===== src/rtl/execution_stage.sv =====
// EX stage of the 5-stage RV32I pipeline: operand select, ALU, branch/jump
// resolution, and the EX/MEM pipeline register with stall and bubble insertion.
module execution_stage (
  input  logic        CLK,
  input  logic        RST,
  input  logic        STALL_EXECUTION_STAGE,
  input  logic        CLEAR_EXECUTION_STAGE,
  input  logic [31:0] PC_IN,
  input  logic [4:0]  RD_ADDRESS_IN,
  input  logic [31:0] RS1_DATA,
  input  logic [31:0] RS2_DATA,
  input  logic [31:0] IMM_DATA,
  input  logic [4:0]  ALU_INSTRUCTION,
  input  logic        ALU_INPUT_1_SELECT,
  input  logic        ALU_INPUT_2_SELECT,
  input  logic [2:0]  DATA_CACHE_LOAD_IN,
  input  logic [1:0]  DATA_CACHE_STORE_IN,
  input  logic        WRITE_BACK_MUX_SELECT_IN,
  input  logic        RD_WRITE_ENABLE_IN,
  output logic [4:0]  RD_ADDRESS_OUT,
  output logic [31:0] ALU_OUT,
  output logic        BRANCH_TAKEN,
  output logic [2:0]  DATA_CACHE_LOAD_OUT,
  output logic [1:0]  DATA_CACHE_STORE_OUT,
  output logic [31:0] DATA_CACHE_STORE_DATA,
  output logic        WRITE_BACK_MUX_SELECT_OUT,
  output logic        RD_WRITE_ENABLE_OUT
);

  localparam int DATA_W = 32;

  localparam logic [4:0] OP_NOP    = 5'd0;
  localparam logic [4:0] OP_ADD    = 5'd1;
  localparam logic [4:0] OP_SUB    = 5'd2;
  localparam logic [4:0] OP_SLL    = 5'd3;
  localparam logic [4:0] OP_SLT    = 5'd4;
  localparam logic [4:0] OP_SLTU   = 5'd5;
  localparam logic [4:0] OP_XOR    = 5'd6;
  localparam logic [4:0] OP_SRL    = 5'd7;
  localparam logic [4:0] OP_SRA    = 5'd8;
  localparam logic [4:0] OP_OR     = 5'd9;
  localparam logic [4:0] OP_AND    = 5'd10;
  localparam logic [4:0] OP_BEQ    = 5'd11;
  localparam logic [4:0] OP_BNE    = 5'd12;
  localparam logic [4:0] OP_BLT    = 5'd13;
  localparam logic [4:0] OP_BGE    = 5'd14;
  localparam logic [4:0] OP_BLTU   = 5'd15;
  localparam logic [4:0] OP_BGEU   = 5'd16;
  localparam logic [4:0] OP_JUMP   = 5'd17;
  localparam logic [4:0] OP_PASS_B = 5'd18;

  function automatic logic [DATA_W-1:0] alu_calc(input logic [4:0] op,
                                                 input logic [DATA_W-1:0] a,
                                                 input logic [DATA_W-1:0] b);
    logic signed [DATA_W-1:0] a_s;
    logic signed [DATA_W-1:0] b_s;
    logic [DATA_W-1:0]        sum;
    logic [4:0]               sh;
    a_s = a;
    b_s = b;
    sum = a + b;
    sh  = b[4:0];
    case (op)
      OP_ADD:    alu_calc = sum;
      OP_SUB:    alu_calc = a - b;
      OP_SLL:    alu_calc = a << sh;
      OP_SLT:    alu_calc = {{(DATA_W-1){1'b0}}, (a_s < b_s)};
      OP_SLTU:   alu_calc = {{(DATA_W-1){1'b0}}, (a < b)};
      OP_XOR:    alu_calc = a ^ b;
      OP_SRL:    alu_calc = a >> sh;
      OP_SRA:    alu_calc = a_s >>> sh;
      OP_OR:     alu_calc = a | b;
      OP_AND:    alu_calc = a & b;
      OP_BEQ, OP_BNE, OP_BLT, OP_BGE, OP_BLTU, OP_BGEU:
                 alu_calc = sum;
      OP_JUMP:   alu_calc = {sum[DATA_W-1:1], 1'b0};
      OP_PASS_B: alu_calc = b;
      default:   alu_calc = '0;
    endcase
  endfunction

  // Branch conditions always look at the register operands, never the muxed ALU inputs.
  function automatic logic branch_calc(input logic [4:0] op,
                                       input logic [DATA_W-1:0] rs1,
                                       input logic [DATA_W-1:0] rs2);
    logic signed [DATA_W-1:0] rs1_s;
    logic signed [DATA_W-1:0] rs2_s;
    rs1_s = rs1;
    rs2_s = rs2;
    case (op)
      OP_BEQ:  branch_calc = (rs1 == rs2);
      OP_BNE:  branch_calc = (rs1 != rs2);
      OP_BLT:  branch_calc = (rs1_s < rs2_s);
      OP_BGE:  branch_calc = (rs1_s >= rs2_s);
      OP_BLTU: branch_calc = (rs1 < rs2);
      OP_BGEU: branch_calc = (rs1 >= rs2);
      OP_JUMP: branch_calc = 1'b1;
      default: branch_calc = 1'b0;
    endcase
  endfunction

  logic [DATA_W-1:0] operand_a_p0;
  logic [DATA_W-1:0] operand_b_p0;
  logic [DATA_W-1:0] alu_result_p0;
  logic              branch_p0;

  assign operand_a_p0  = ALU_INPUT_1_SELECT ? PC_IN : RS1_DATA;
  assign operand_b_p0  = ALU_INPUT_2_SELECT ? IMM_DATA : RS2_DATA;
  assign alu_result_p0 = alu_calc(ALU_INSTRUCTION, operand_a_p0, operand_b_p0);
  assign branch_p0     = branch_calc(ALU_INSTRUCTION, RS1_DATA, RS2_DATA);

  // ---- EX/MEM boundary ----
  logic [4:0]        rd_address_p1;
  logic [DATA_W-1:0] alu_out_p1;
  logic              branch_taken_p1;
  logic [2:0]        load_p1;
  logic [1:0]        store_p1;
  logic [DATA_W-1:0] store_data_p1;
  logic              wb_select_p1;
  logic              rd_write_enable_p1;

  always_ff @(posedge CLK) begin
    if (RST || CLEAR_EXECUTION_STAGE) begin
      rd_address_p1      <= '0;
      alu_out_p1         <= '0;
      branch_taken_p1    <= 1'b0;
      load_p1            <= '0;
      store_p1           <= '0;
      store_data_p1      <= '0;
      wb_select_p1       <= 1'b0;
      rd_write_enable_p1 <= 1'b0;
    end else if (!STALL_EXECUTION_STAGE) begin
      rd_address_p1      <= RD_ADDRESS_IN;
      alu_out_p1         <= alu_result_p0;
      branch_taken_p1    <= branch_p0;
      load_p1            <= DATA_CACHE_LOAD_IN;
      store_p1           <= DATA_CACHE_STORE_IN;
      store_data_p1      <= RS2_DATA;
      wb_select_p1       <= WRITE_BACK_MUX_SELECT_IN;
      rd_write_enable_p1 <= RD_WRITE_ENABLE_IN;
    end
  end

  assign RD_ADDRESS_OUT            = rd_address_p1;
  assign ALU_OUT                   = alu_out_p1;
  assign BRANCH_TAKEN              = branch_taken_p1;
  assign DATA_CACHE_LOAD_OUT       = load_p1;
  assign DATA_CACHE_STORE_OUT      = store_p1;
  assign DATA_CACHE_STORE_DATA     = store_data_p1;
  assign WRITE_BACK_MUX_SELECT_OUT = wb_select_p1;
  assign RD_WRITE_ENABLE_OUT       = rd_write_enable_p1;

endmodule


===== config.mk =====
export PLATFORM = sky130hd
export DESIGN_NAME = execution_stage
export DESIGN_NICKNAME = d
export VERILOG_FILES = /design/src/rtl/execution_stage.sv
export SDC_FILE = /design/constraint.sdc
export NUM_CORES = 1
export LEC_CHECK = 0
export CORE_ASPECT_RATIO = 0.7
export CORE_MARGIN = 5
export CORE_UTILIZATION = 35
export DETAILED_ROUTE_END_ITERATION = 6
export REMOVE_ABC_BUFFERS = 1
export SYNTH_ARGS = -nofsm -noshare
export SYNTH_HDL_FRONTEND = slang
export SYNTH_SLANG_ARGS = --single-unit

===== constraint.sdc =====
create_clock -name CLK -period 8.15 [get_ports CLK]
set_input_delay 1.2225 -clock CLK [delete_from_list [all_inputs] [get_ports CLK]]
set_output_delay 1.2225 -clock CLK [all_outputs]
set_load 0.05 [all_outputs]

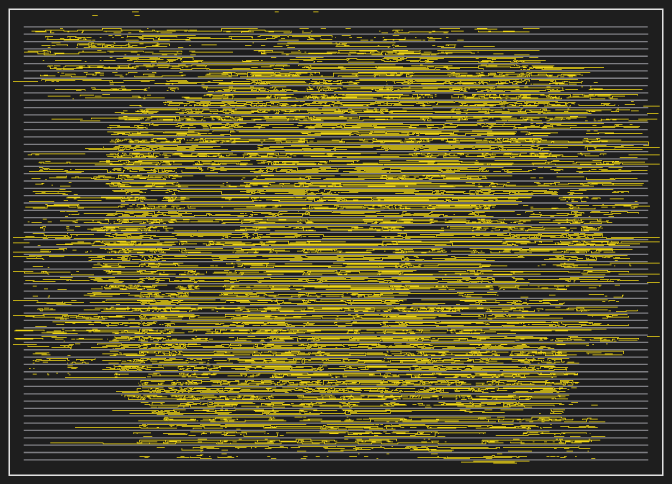
Figure 1: metal 1.
Supply wires on this layer in gray.
nets with wire on the layer: 2043
wire length on this layer: 32.7 mm
main direction: horizontal
share of all routed wire: 45%
met1 Resource Use GR: 48.3%
DR vias: 15.9k

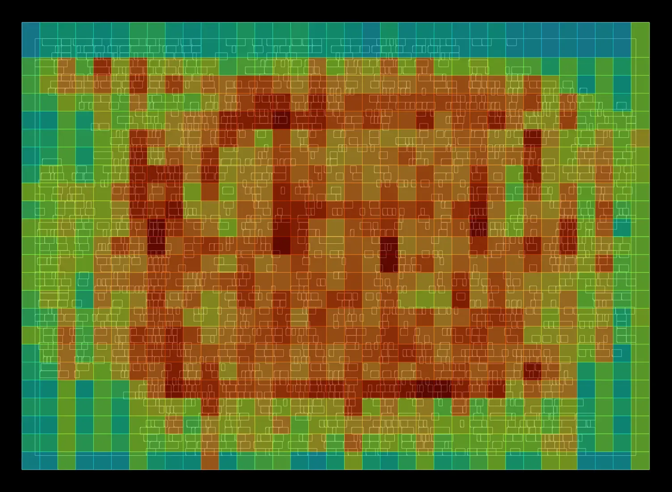
Figure 2: track usage over the die.
met3 Usage GRT: 12.5%
met2 demand-to-capacity share in global routing: 44.6%
most utilized layer in the global route result: met1

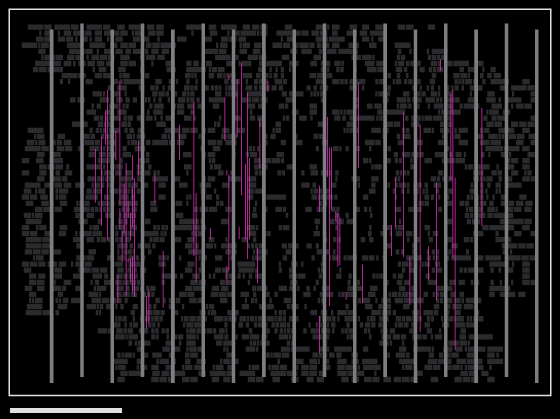
Figure 3: the metal 4 layer.
The bar under the picture is 50 um long. Supply wires on this layer in gray.
main direction: vertical
wire length on this layer: 1800 um
longest straight run: 92.5 um
share of all routed wire: 2.5%
nets with wire on the layer: 55

==> Flow_metrics.wiki <==
=== Physical design figures ===
{| class="wikitable"
! Metric !! Value
|-
| Run status || finished, final reports clean
|-
| Placed Cells incl. Taps || 2437
|-
| Compound-cell area share of the yosys netlist || 30.4%
|-
| Remaining global-route overflow || 0
|-
| Class of the most critical hold timing path || register to register
|-
| Met2 layer wire length in the routed design || 27400 um
|-
| Quantity of gates resized following cts || 0
|-
| Part of the total power dissipated in sequential elements || 18.9%
|-
| Number of synthesized register bits || 77
|-
| # Taps || 488
|-
| Most common cell on crit path || nor2b_1
|-
| Init Core Util || 35.4%
|-
| Most common cell in the synthesized netlist || mux2i_1
|-
| Non-clock buffer area fraction after layout || 16.0%
|-
| Worst setup path startpoint || ALU_INPUT_1_SELECT
|-
| Clock Network Area Fraction || 1.79%
|-
| Routed length on met3 || 10600 um
|-
| Residual antenna-violating net count after detailed routing || 0
|-
| Area delta synth->final || 22.4%
|-
| Total die size || 0.0416 mm^2
|-
| Yosys top cell by area || mux2i_1
|-
| Clock Skews || 0 ns
|-
| Number of buffers created by CTS || 9
|-
| Post-synth area hogs || mux2i_1 15%, ha_1 12%, dfxtp_1 12%, nor2_1 5.4%, a21oi_1 5.2%
|-
| Number of levels in the clock H-tree || 3
|-
| Worst-margin pin slew || 1.16 ns
|-
| Data arrival time at the worst-slack endpoint || 5.97 ns
|-
| Flop share of the area || 9.58%
|-
| Insertion Delay late pin || 0.39 ns
|-
| Multi-input gate share of the layout cell area || 65.9%
|-
| Uppermost metal layer occupied by signal nets || met5
|-
| Wire length per cell after detailed routing || 29.5 um
|-
| Async set-or-reset flop fraction in the synthesized netlist || 0%
|-
| Number of search-and-repair iterations in the first detailed-routing pass || 6
|-
| Count of input and output buffers || 227
|-
| Worst Hold Launch || ALU_OUT[5]
|-
| Cell total in the yosys stat output || 1808
|-
| Dominant comb cell || AND-OR/OR-AND gates
|-
| Setup repair bufs after CTS || 0
|-
| Routed WL || 72600 um
|-
| Most instantiated logic cell after routing || clkdlybuf4s50_1
|}
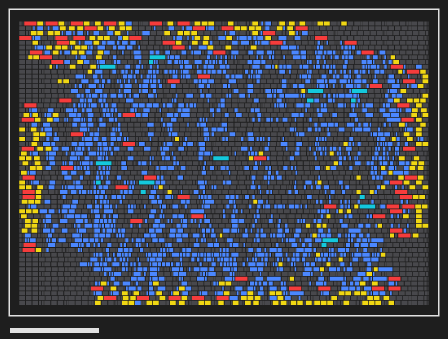
Figure 4: cell classes on the final placement.
The bar under the picture is 50 um long. Fill, decap, tap and diode cells in gray.
[clock drivers and dummy loads] cyan | cells: 16
[other buffers and delay cells] yellow | cells: 269
[combinational and other logic] blue | cells: 1603
[flops] red | cells: 77

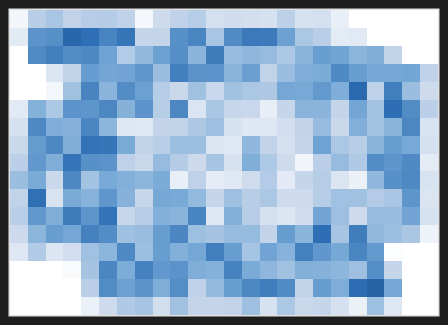
Figure 5: cell area per tile.
24 x 17 tiles, from white (low) to dark blue (high), 0 to 100% covered.
fullest tile: 80%
mean over tiles: 37%
nearly empty tiles: 8.8%

Power is estimated from default activity; no workload was simulated.
